==> config.mk <==
export PLATFORM = sky130hd
export DESIGN_NAME = bitstream_reader_flat
export DESIGN_NICKNAME = d
export VERILOG_FILES = /design/src/rtl/bitstream_pkg.sv /design/src/rtl/bitstream_reader_if.sv /design/src/rtl/bit_align_shifter.sv /design/src/rtl/bitstream_reader.sv /design/src/flat_wrapper.sv
export SDC_FILE = /design/constraint.sdc
export NUM_CORES = 1
export LEC_CHECK = 0
export ABC_AREA = 1
export ABC_CLOCK_PERIOD_IN_PS = 12700
export CORE_UTILIZATION = 35
export CTS_BUF_LIST = sky130_fd_sc_hd__clkbuf_8 sky130_fd_sc_hd__clkbuf_16
export DETAILED_ROUTE_END_ITERATION = 10
export MAX_ROUTING_LAYER = met4
export SLEW_MARGIN = 20
export SYNTH_ARGS = -nofsm -noshare
export SYNTH_HDL_FRONTEND = slang
export SYNTH_SLANG_ARGS = --single-unit
==> constraint.sdc <==
create_clock -name clk -period 12.7 [get_ports clk]
set_input_delay 1.27 -clock clk [delete_from_list [all_inputs] [get_ports clk]]
set_output_delay 1.27 -clock clk [all_outputs]
set_load 0.005 [all_outputs]
run_1/placement.png
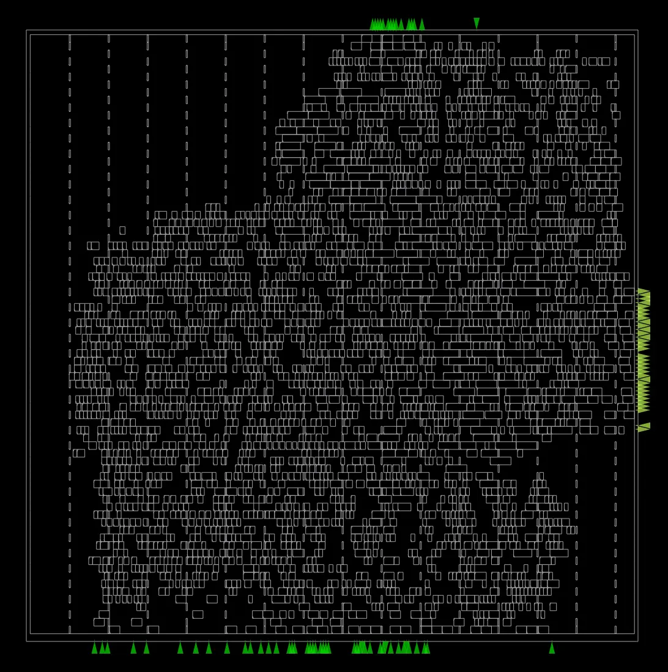
number of cells in the finished layout apart from fillers: 3,543
end-of-flow core utilization: 0.379
sequential cell count of the final layout: 74

run_1/flops_by_reg.png
(1.5 px per um)
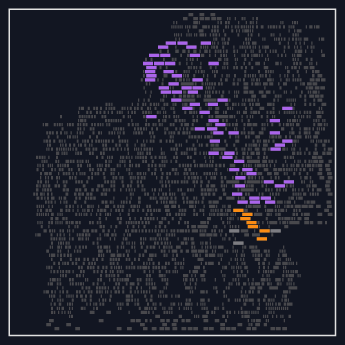
Key: u_core.buf_q = purple [sequential cells 64]; u_core.bus.avail_bits = orange [sequential cells 7]
register fraction of the total cell area: 0.0861
power consumed by sequential cells: 0.000298 W
register area: 1480 um2

run_1/placement_by_type.png
(2 px per um)
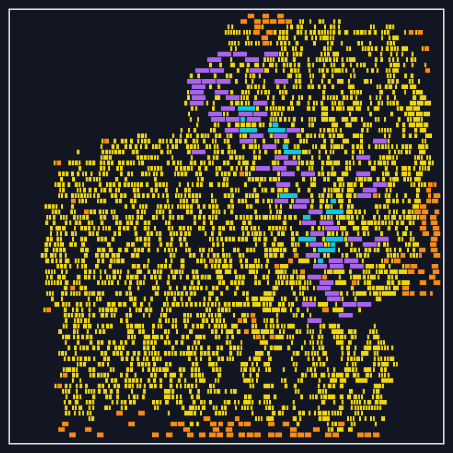
Key: clock drivers and dummy loads = cyan [cells 16]; sequential cells = purple [cells 74]; remaining buffers and delay cells = orange [cells 129]; combinational and other logic = yellow [cells 2,724]
number of rows in the core area: 78
final std cell area, no fill: 17,200 um2
core footprint: 45,400 um2

==> results.txt <==
Implementation results are summarized by area below.

Run status
The run finished with clean final reports.

Placement
The post-placement cell area is 16,900 um2. Once placement completed, the tool counted placed cells totaling 3,527. The worst setup slack after placement is approximately 5100 ps. In this run the tool buffered the top-level ports with 90 buffer cells. The wire-length estimate of the detail-placed layout is 56,800 um. Per the gpl log, the routability congestion estimate is 1.06.

Power and ir drop
The power report attributes to the clock group a share of 0.136. The sequential fraction of design power is 0.160. Per the OpenROAD power report, switching power amounts to about 0.0011 W. The largest part of the power goes to combinational logic.

For this design the ratio of total power to cell area is 109 nW/um2. The power report attributes to the combinational group a share of 0.704. The power report lists the clock group at ~0.00025 W.

The static leakage power is 7.80 nW. Cell internal power was estimated by the tool at 0.000799 W. The total power after layout is ~0.0019 W. VDD sags by at most ~0.000063 V.

For the combinational group, total power comes out at 0.00132 W. The script computed the net switching share of total power as 0.572.

Yosys
The yosys stat chip area is roughly 16,000 um2. The area of the mapped netlist is 16,100 um2. The commonest register cell is sky130_fd_sc_hd__dfxtp_1.

The number of distinct library cells after synthesis is 53. The and-or/or-and share of the synthesized area is 0.156. After synthesis, the largest family of logic cells by area is simple AND/OR/NAND/NOR gates. The number of storage elements in the synthesis netlist is 74. The net count of the mapped netlist is 3,122. The cell-mix breakdown from Yosys lists the adder-cell area share as 0.0172. The simple-gate area share of the yosys netlist is 0.584.

The synthesized netlist handed to floorplanning was reported with a cell count of around 3.1k. For this run, the number of Yosys warnings is 0. Per the synthesis report, the XOR/XNOR share of the synthesized area is 0.00489. The most repeated cell in the gate-level netlist after synthesis is sky130_fd_sc_hd__nand2_1. Yosys reports that the most numerous cell types are 881 x sky130_fd_sc_hd__nand2_1, 784 x sky130_fd_sc_hd__nand3_1, 208 x sky130_fd_sc_hd__o21ai_0. After synthesis, the cell types taking the most area are sky130_fd_sc_hd__nand3_1 24%, sky130_fd_sc_hd__nand2_1 21%, sky130_fd_sc_hd__dfxtp_1 9.2%, sky130_fd_sc_hd__o21ai_0 6.5%, sky130_fd_sc_hd__a21oi_1 4.3%. After synthesis, the mean cell area works out to 5.28 um2. Of the synthesized area, sequential elements account for 0.0920.

The share of synthesized registers carrying an async set or reset is 0. Looking at area per cell type in the netlist, the leader is sky130_fd_sc_hd__nand3_1. The share of synthesized area in the top cell type comes to 0.244. Per the Yosys statistics, synthesis produced 3,052 cells.

Summing all multiplexer cells gives an area fraction of 0.0391. The number of flops mapped to enable cells by yosys is 0.

Setup path
The critical setup path kind is in2reg. The critical path capture point type is a flip-flop. The worst stage delay on the critical path is about 900 ps. In this design, the critical path's most frequently occurring cell is sky130_fd_sc_hd__nand2_1. The largest fanout of any net on the critical path is about 73. The arrival time reported for the critical path endpoint is approximately 7700 ps.

The STA report counts the stages on the worst setup path as 26. The required time reported for the critical path endpoint is 12,930 ps. STA shows the worst reg2reg path with a cell count of 27. Setup slack on the worst reg-to-reg path comes out at roughly 7300 ps. The number of buffers and inverters on the critical path is 8. The cell type of the slowest stage on the worst timing path is sky130_fd_sc_hd__clkinv_1. The critical path startpoint category is a primary input. Per STA, the worst path accumulates the most delay in the family buffers and inverters.

Finish
The top cell types in the final layout, fill and taps aside, are 879 x sky130_fd_sc_hd__nand2_1, 783 x sky130_fd_sc_hd__nand3_1, 208 x sky130_fd_sc_hd__o21ai_0. The number of multi-input combinational cells in the layout is 2,584. In the final layout, excluding clock buffers the buffer count is 129. The combinational cell area excluding buffers and inverters is 13,000 um2. The biggest cell category by area in the final layout is combinational gates. The combinational share of cell area is 0.755. Of all the cell area in the finished design, the clock network holds 0.0167. The most numerous logic cell after layout is sky130_fd_sc_hd__nand2_1. Of the cells placed in the final design, the portion with a size suffix greater than 1 is 0.0693. Relative to the synthesized area, the layout overhead comes to 6.79%. The number of antenna diodes in the final layout is 0. The count of clock buffers in the final design is 9. The non-clock inverter instance count of the final layout is 140. The net count reported at finish is 3,008. The number of filler instances in the final layout is 5,175.

The final-layout non-clock buffer area share is 0.0682. The register with the most flip-flops in the layout has 64 of them.

CTS
The tree built by TritonCTS fans out to 74 sinks. After clock tree synthesis, the flow added hold-fix buffers numbering 0. The longest clock path from root to sink contains 2 buffers.

The tree is rooted in a sky130_fd_sc_hd__clkbuf_16. The source-to-sink clock delay at the later pin of the worst-skew pair is approximately 340 ps. The post-cts sizing count is 0. The register clock-pin slew on the reported worst setup and hold paths is about 60 ps.

CTS added clock buffers totalling 9. The H-tree depth is 3. TritonCTS built the clock tree. The count of buffers added by post-CTS timing repair for setup is 0.

Global route
The global-route met3 utilization is 0.0390. Entering global routing, the biggest net connects approximately 74 pins. The aggregate global routing overflow is 0. The first global-routing pass estimated 111,000 um of wire. The fraction of met2 tracks used by global routing is 0.462. The via count of the first global-routing pass was approximately 19k. met2 is the most crowded layer. The number of antenna violations at the first check in global routing is 0. For this run, the total global-route usage over all layers was measured as 0.310. In the global route stage, met1 resource usage came out at 0.432.

Drt
Per the detail_route log, met2 wirelength is approximately 30,000 um. The detailed router put a total of 32,100 um of wire on met1. The DRC marker count from the first detailed-route iteration is 3,276. The met3 wirelength from detailed routing is 7270 um. The number of vias per cell is roughly 6.0.

The average routed wire per standard cell is 20.5 um. The routed design has 72,700 um of wire. The pre-antenna-repair detailed-routing pass consisted of 9 iterations. The via count is 21.2k.

The top layer used by detailed routing is met4. Per the post-route antenna check, the number of violating nets is 0. The routed layout reports a DRC error count of 0.

Floorplanning
The initial cell density of the core is 0.355. The die is approximately 220 um wide. The overall die size recorded for this design is roughly 47,000 um2. The y dimension of the die is 217 um.

The I/O pin count is 91. For this floorplan the total number of well-tap instances is 600.

Hold path
Counting instances, the worst hold path has a depth of 2. STA reports the tightest min-delay check as being of type reg2reg.

Job
The count of maximum capacitance violations is 0. Summing over the stages, the warning tally comes to 30.

Timing
The final worst-path setup slack is 5250 ps. The max-slew check reports its worst relative slack as 0.278. The post-layout minimum cycle time is between 7000 and 8000 ps.

Post-route period utilization is reported as 0.586. Setup repair after global routing left no endpoint under its margin. The transition time at the pin with the least slew margin is approximately 1100 ps. Hold-check failures listed in the final report amount to 0.

For this run, the top clock speed supported by timing is between 0.1 and 0.15 GHz. Across all hold checks on the routed design, the worst slack comes to 485 ps. For reference, the final report shows the max-slew violation count at 0.

The final report lists the setup-violating endpoint count as 0. After layout, the setup clock skew is reported as 10.4 ps. The sum of negative setup slack is 0 ps.
Power is estimated from default activity; no workload was simulated.
